### config.mk
export PLATFORM = sky130hd
export DESIGN_NAME = rate_limiter_mc
export DESIGN_NICKNAME = d
export VERILOG_FILES = /design/src/rtl/rate_limiter_pkg.sv /design/src/rtl/rl_channel.sv /design/src/rtl/rate_limiter_mc.sv
export SDC_FILE = /design/constraint.sdc
export NUM_CORES = 1
export LEC_CHECK = 0
export CORE_MARGIN = 2
export CORE_UTILIZATION = 57
export CTS_CLUSTER_SIZE = 16
export DETAILED_ROUTE_END_ITERATION = 6
export PLACE_DENSITY_LB_ADDON = 0.05
export SYNTH_ARGS = -nofsm -noshare
export SYNTH_HDL_FRONTEND = slang
export SYNTH_SLANG_ARGS = --single-unit
### constraint.sdc
create_clock -name clk -period 6.4 [get_ports clk]
set_clock_uncertainty 0.1 [all_clocks]
set_input_delay 1.28 -clock clk [delete_from_list [all_inputs] [get_ports clk]]
set_output_delay 1.28 -clock clk [all_outputs]
set_load 0.02 [all_outputs]
### src/rtl/rate_limiter_pkg.sv
// Shared types, default sizing and the per-channel next-value rule for the
// multi-channel slew-rate limiter.
package rate_limiter_pkg;

   localparam int unsigned DEF_DATA_W = 8;
   localparam int unsigned DEF_STEP_W = 4;
   localparam int unsigned DEF_NUM_CH = 4;
   // Widest DATA_W the shared next-value function can handle.
   localparam int unsigned MAX_W      = 32;

   typedef enum logic {
      MODE_LINEAR = 1'b0,
      MODE_WRAP   = 1'b1
   } mode_e;

   // Operands arrive zero-extended to MAX_W; data_w masks the modular
   // arithmetic back down to the channel width.
   function automatic logic [MAX_W-1:0] next_value(
      input logic [MAX_W-1:0] out,
      input logic [MAX_W-1:0] target,
      input logic [MAX_W-1:0] step_up,
      input logic [MAX_W-1:0] step_dn,
      input mode_e            mode,
      input int unsigned      data_w
   );
      logic [MAX_W:0] mask, o, t, su, sd, du, dd, res;
      mask = ({{MAX_W{1'b0}}, 1'b1} << data_w) - {{MAX_W{1'b0}}, 1'b1};
      o    = {1'b0, out};
      t    = {1'b0, target};
      su   = {1'b0, step_up};
      sd   = {1'b0, step_dn};
      du   = (t - o) & mask;
      dd   = (o - t) & mask;
      res  = o;
      if (mode == MODE_WRAP) begin
         // Ties go upward; du==0 also lands here and leaves o unchanged.
         if (du <= dd) res = (o + ((su < du) ? su : du)) & mask;
         else          res = (o - ((sd < dd) ? sd : dd)) & mask;
      end else if (t > o) begin
         res = o + ((su < (t - o)) ? su : (t - o));
      end else if (t < o) begin
         res = o - ((sd < (o - t)) ? sd : (o - t));
      end
      return res[MAX_W-1:0];
   endfunction

endpackage

### src/rtl/rl_channel.sv
// One limiter channel: configuration registers, registered output and the
// settled flag.
module rl_channel
   import rate_limiter_pkg::*;
#(
   parameter int unsigned DATA_W = DEF_DATA_W,
   parameter int unsigned STEP_W = DEF_STEP_W
) (
   input  logic              clk,
   input  logic              rst,
   input  logic              we,
   input  logic [DATA_W-1:0] target,
   input  logic [STEP_W-1:0] step_up,
   input  logic [STEP_W-1:0] step_dn,
   input  logic              wrap,
   output logic [DATA_W-1:0] value,
   output logic              settled
);

   logic [DATA_W-1:0] target_q;
   logic [STEP_W-1:0] up_q;
   logic [STEP_W-1:0] dn_q;
   mode_e             mode_q;
   logic [DATA_W-1:0] nxt;

   always_comb begin
      nxt = DATA_W'(next_value(MAX_W'(value), MAX_W'(target_q), MAX_W'(up_q),
                               MAX_W'(dn_q), mode_q, DATA_W));
   end

   // Motion uses the pre-edge registers, so a write steers from the next edge.
   always_ff @(posedge clk or posedge rst) begin
      if (rst) begin
         value    <= '0;
         target_q <= '0;
         up_q     <= '0;
         dn_q     <= '0;
         mode_q   <= MODE_LINEAR;
      end else begin
         value <= nxt;
         if (we) begin
            target_q <= target;
            up_q     <= step_up;
            dn_q     <= step_dn;
            mode_q   <= wrap ? MODE_WRAP : MODE_LINEAR;
         end
      end
   end

   assign settled = (value == target_q);

endmodule

### src/rtl/rate_limiter_mc.sv
// Multi-channel slew-rate limiter: write decode, NUM_CH channel instances and
// the busy reduction.
module rate_limiter_mc
   import rate_limiter_pkg::*;
#(
   parameter int unsigned DATA_W = DEF_DATA_W,
   parameter int unsigned STEP_W = DEF_STEP_W,
   parameter int unsigned NUM_CH = DEF_NUM_CH,
   localparam int unsigned CH_W  = (NUM_CH > 1) ? $clog2(NUM_CH) : 1
) (
   input  logic                     clk,
   input  logic                     rst,
   input  logic                     cfg_we,
   input  logic [CH_W-1:0]          cfg_ch,
   input  logic [DATA_W-1:0]        cfg_target,
   input  logic [STEP_W-1:0]        cfg_step_up,
   input  logic [STEP_W-1:0]        cfg_step_dn,
   input  logic                     cfg_wrap,
   output logic [NUM_CH*DATA_W-1:0] d_out,
   output logic [NUM_CH-1:0]        settled,
   output logic                     busy
);

   // Channel indices at or above NUM_CH match no instance, so such writes drop.
   for (genvar n = 0; n < NUM_CH; n++) begin : g_ch
      logic ch_we;
      assign ch_we = cfg_we && (cfg_ch == CH_W'(n));

      rl_channel #(
         .DATA_W (DATA_W),
         .STEP_W (STEP_W)
      ) u_ch (
         .clk     (clk),
         .rst     (rst),
         .we      (ch_we),
         .target  (cfg_target),
         .step_up (cfg_step_up),
         .step_dn (cfg_step_dn),
         .wrap    (cfg_wrap),
         .value   (d_out[n*DATA_W +: DATA_W]),
         .settled (settled[n])
      );
   end

   assign busy = |(~settled);

endmodule

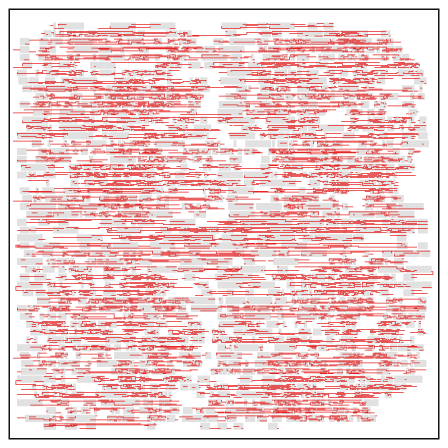
**Above:** run 1 (signal wires on met1).
wire length on this layer: 15200 µm
nets with wire on the layer: 1547
longest straight run: 44.2 µm
main direction: horizontal
share of all routed wire: 47%
DR vias: 10700
GRT met1 Usage: 0.426
DRT Wirelength: 32.6 mm

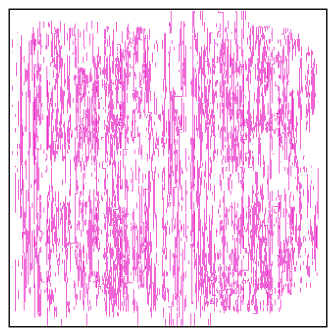
**Above:** run 1 (signal wires on met2).
longest straight run: 80.6 µm
wire length on this layer: 15000 µm
grt met2 use: 0.474

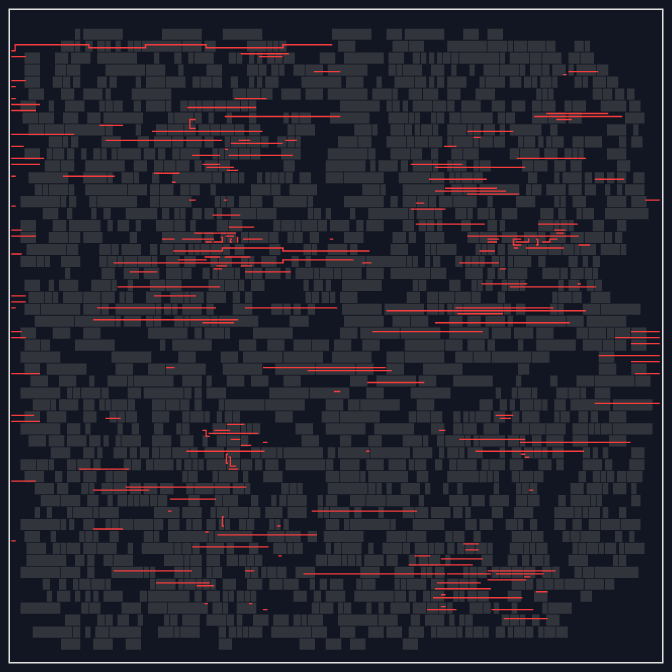
**Above:** run 1 (the metal 3 layer).
longest straight run: 45.1 µm
nets with wire on the layer: 155
routing usage on met3: 0.0350

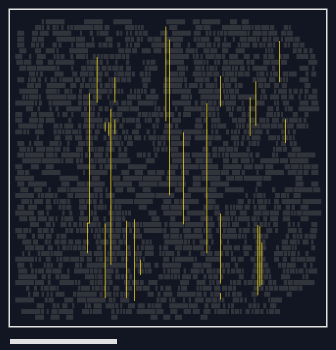
**Above:** run 1 (signal wires on met4).
Bar = 50 µm.
share of all routed wire: 2.3%
longest straight run: 72.8 µm
wire length on this layer: 741 µm
nets with wire on the layer: 23

==> impl_metrics.yaml, run 1 <==
# generated from flow reports
cells_and_area:
  multi_input_comb_cells: 1153
  diodes: 0
  comb_share: 0.662
  reg_top3: "g_ch.u_ch.target_q x32, g_ch.u_ch.value x32"
  layout_top_cells: "ha_1, inv_1, nor2_1, o21ai_0, a21oi_1"
  largest_cell_class: "logic gates"
  logic_area_um2: 8720
  nets: 1674
  fillers: 1763
  nonClkBufAreaFrac: 0.0612
  inv_count: 135
  nNonClkBuffers: 88
global_route:
  overflow: 0
  grt_max_degree: 53
  first_global_vias: 9839
  top_usage_layer: "met2"
  grt_first_pass_wirelength_mm: 52.2
cts:
  worstSkewPairLatency_ns: 0.36
  cts_tree: "yes"
  cts_num_sinks: 100
  cts_buffer_depth: 2
  htree_levels: 3
  hold_buffers: 0
  cts_setup_buffers: 0
  clk_pin_slew_ns: 0.08
  cts-resized-gates: 1
final_timing:
  post-route-period-util: 0.950
  setup_ws_ns: 0.318
  finalSetupViolCount: 0
synthesis:
  yosys_register_bits: 100
  yosys.cell_types.count: 89
  synth_nets: 1625
  ys_seq_share: 0.211
  synth_area_um2: 11900
worst_hold_path:
  hold_end: "g_ch[0].u_ch.value[7]"
  hp-start: "g_ch[0].u_ch.value[7]"
  hold_path.class: "register to register"
route:
  detail-route-antenna-nets: 0
  dr.pass1.iters: 6
  wl_met3_mm: 1.70
  m1WireLength_mm: 15.2
  drc: 0
  drt_iter0_markers: 872
  wl_met2_mm: 15.0
worst_setup_path:
  path_max_fanout: 9
  worstPathArrival_ns: 6.27
  start_kind: "register"
  required_ns: 6.58
  r2r-end: "g_ch[3].u_ch.value[7]"
  end_kind: "register"
  cpLargestDelayFamily: "AND-OR/OR-AND gates"
  critical_path.startpoint: "g_ch[3].u_ch.value[2]"
  path_class: "register to register"
  max_stage_delay_ns: 0.43
die:
  tapCellCount: 270
  row_count: 52
  die_x_um: 148
  io_pins: 59
placed_design:
  io_buffers: 58
  post-place-cells: 1740
  place_area_um2: 12700
outcome:
  status: "completed"
==> run 1 -> run 2 <==
- CORE_UTILIZATION: 57 -> 40
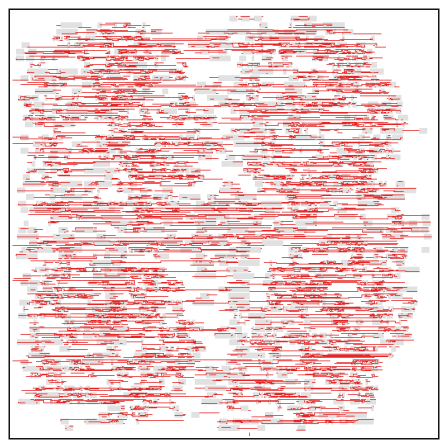
**Above:** run 2 (signal wires on met1).
nets with wire on the layer: 1557
longest straight run: 46.5 µm
main direction: horizontal
wire length on this layer: 17800 µm
DR vias: 10600
DRT Wirelength: 36.1 mm
GRT met1 Usage: 0.334

==> impl_metrics.yaml, run 2 <==
# generated from flow reports
route:
  wl_met3_mm: 1.43
  dr.pass1.iters: 5
  drc: 0
  wl_met2_mm: 16.2
  detail-route-antenna-nets: 0
  drt_iter0_markers: 758
synthesis:
  ys_seq_share: 0.211
  synth_nets: 1625
  yosys.cell_types.count: 89
  ys_sh_aoi: 0.227
  yosys_register_bits: 100
  synth_area_um2: 11900
outcome:
  status: "completed"
cts:
  hold_buffers: 0
  worstSkewPairLatency_ns: 0.37
  cts_setup_buffers: 0
  cts_num_sinks: 100
  cts-resized-gates: 1
  cts_buffer_depth: 2
cells_and_area:
  comb_share: 0.645
  nonClkBufAreaFrac: 0.0706
  largest_cell_class: "logic gates"
  fillers: 2911
  nNonClkBuffers: 107
  logic_area_um2: 8660
  multi_input_comb_cells: 1153
  reg_top3: "g_ch.u_ch.target_q x32, g_ch.u_ch.value x32"
  inv_count: 135
  layout_top_cells: "ha_1, inv_1, nor2_1, o21ai_0, a21oi_1"
  nets: 1693
worst_setup_path:
  start_kind: "register"
  path_max_fanout: 9
  required_ns: 6.60
  path_class: "register to register"
  cpMostUsedCell: "ha_1"
  end_kind: "register"
  r2r-end: "g_ch[0].u_ch.value[7]"
  max_stage_delay_ns: 0.46
  worstPathArrival_ns: 6.27
worst_hold_path:
  hold_end: "g_ch[2].u_ch.target_q[2]"
  hp-start: "g_ch[2].u_ch.target_q[2]"
final_timing:
  fmaxAchievable_mhz: 165
  finalSetupViolCount: 0
  setup_ws_ns: 0.322
  post-route-period-util: 0.950
die:
  die_x_um: 176
  row_count: 63
global_route:
  grt_use_met3: 0.0312
  first_global_vias: 10200
  grt_first_pass_wirelength_mm: 57.0
  top_usage_layer: "met2"
  grt_max_degree: 67
  grtUsageMet2: 0.380
placed_design:
  io_buffers: 58
  post-place-cells: 1884
==> run 2 -> run 3 <==
- SKIP_CTS_REPAIR_TIMING: not set -> 1
- clock period: 6.4 -> 5.9 ns (I/O delays scaled with it)
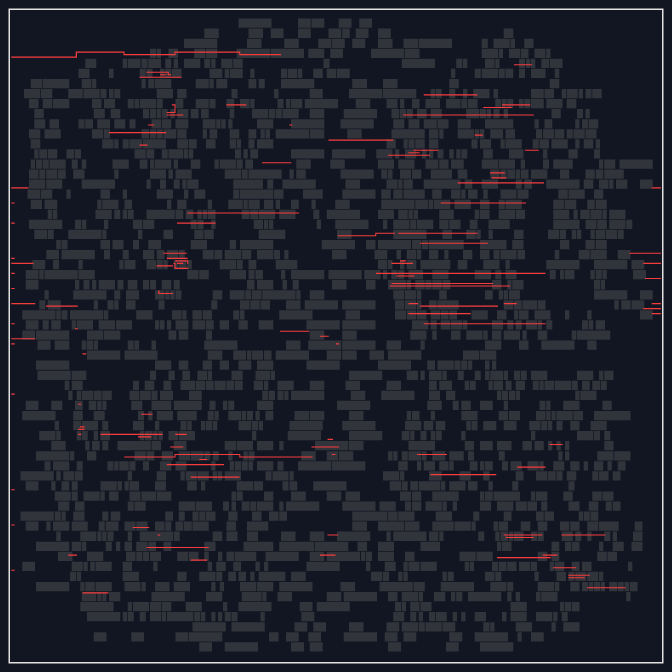
**Above:** run 3 (the metal 3 layer).
longest straight run: 45.5 µm
share of all routed wire: 2.7%
wire length on this layer: 965 µm
DR vias: 10800
routing usage on met3: 0.0196

==> impl_metrics.yaml, run 3 <==
# generated from flow reports
cells_and_area:
  logic_area_um2: 8900
  nNonClkBuffers: 167
  layout_top_cells: "ha_1, inv_1, nor2_1, buf_4"
  fillers: 2908
  diodes: 0
  nets: 1753
  comb_share: 0.631
  multi_input_comb_cells: 1153
  inv_count: 135
  largest_cell_class: "logic gates"
  stdcell_count: 1961
  reg_top3: "g_ch.u_ch.target_q x32, g_ch.u_ch.value x32"
global_route:
  grtUsageMet2: 0.380
  first_global_vias: 10100
  top_usage_layer: "met2"
  grt_max_degree: 67
  use_met1: 0.337
  overflow: 0
  grt_first_pass_wirelength_mm: 56.5
placed_design:
  post-place-cells: 1922
  io_buffers: 58
worst_setup_path:
  critPathBufInv: 2
  reg2regPathDepth: 31
  path_max_fanout: 5
  start_kind: "register"
  max_stage_delay_ns: 0.41
  critical_path.startpoint: "g_ch[3].u_ch.value[1]"
  cpLargestDelayFamily: "AND-OR/OR-AND gates"
  end_kind: "register"
  required_ns: 6.10
  path_class: "register to register"
die:
  core_area_um2: 29400
  io_pins: 59
  die_x_um: 176
  tapCellCount: 390
  row_count: 63
synthesis:
  ys_sh_aoi: 0.227
  mux_area_frac: 0.0937
  synth_area_um2: 11900
  yosys.cell_types.count: 89
  ys_warn_count: 0
  ys_seq_share: 0.211
  synth_nets: 1625
  simple_gate_area_frac: 0.169
final_timing:
  setup_ws_ns: 0.178
  whs_ns: 0.450
  post-route-period-util: 0.970
  finalSetupViolCount: 0
  fmaxAchievable_mhz: 175
  report.final.slew_viol_count: 0
route:
  detail-route-antenna-nets: 0
  drt_iter0_markers: 681
  dr.pass1.iters: 6
  drc: 0
  m1WireLength_mm: 17.9
  routed_wl_mm: 36.5
  wl_met3_um: 965
cts:
  cts_buffer_depth: 2
  worstSkewPairLatency_ns: 0.37
  cts_num_sinks: 100
  htree_levels: 3
  cts_tree: "yes"
outcome:
  status: "completed"
worst_hold_path:
  hp-start: "g_ch[1].u_ch.target_q[4]"
  hold_path.class: "register to register"
  hold_end: "g_ch[1].u_ch.target_q[4]"
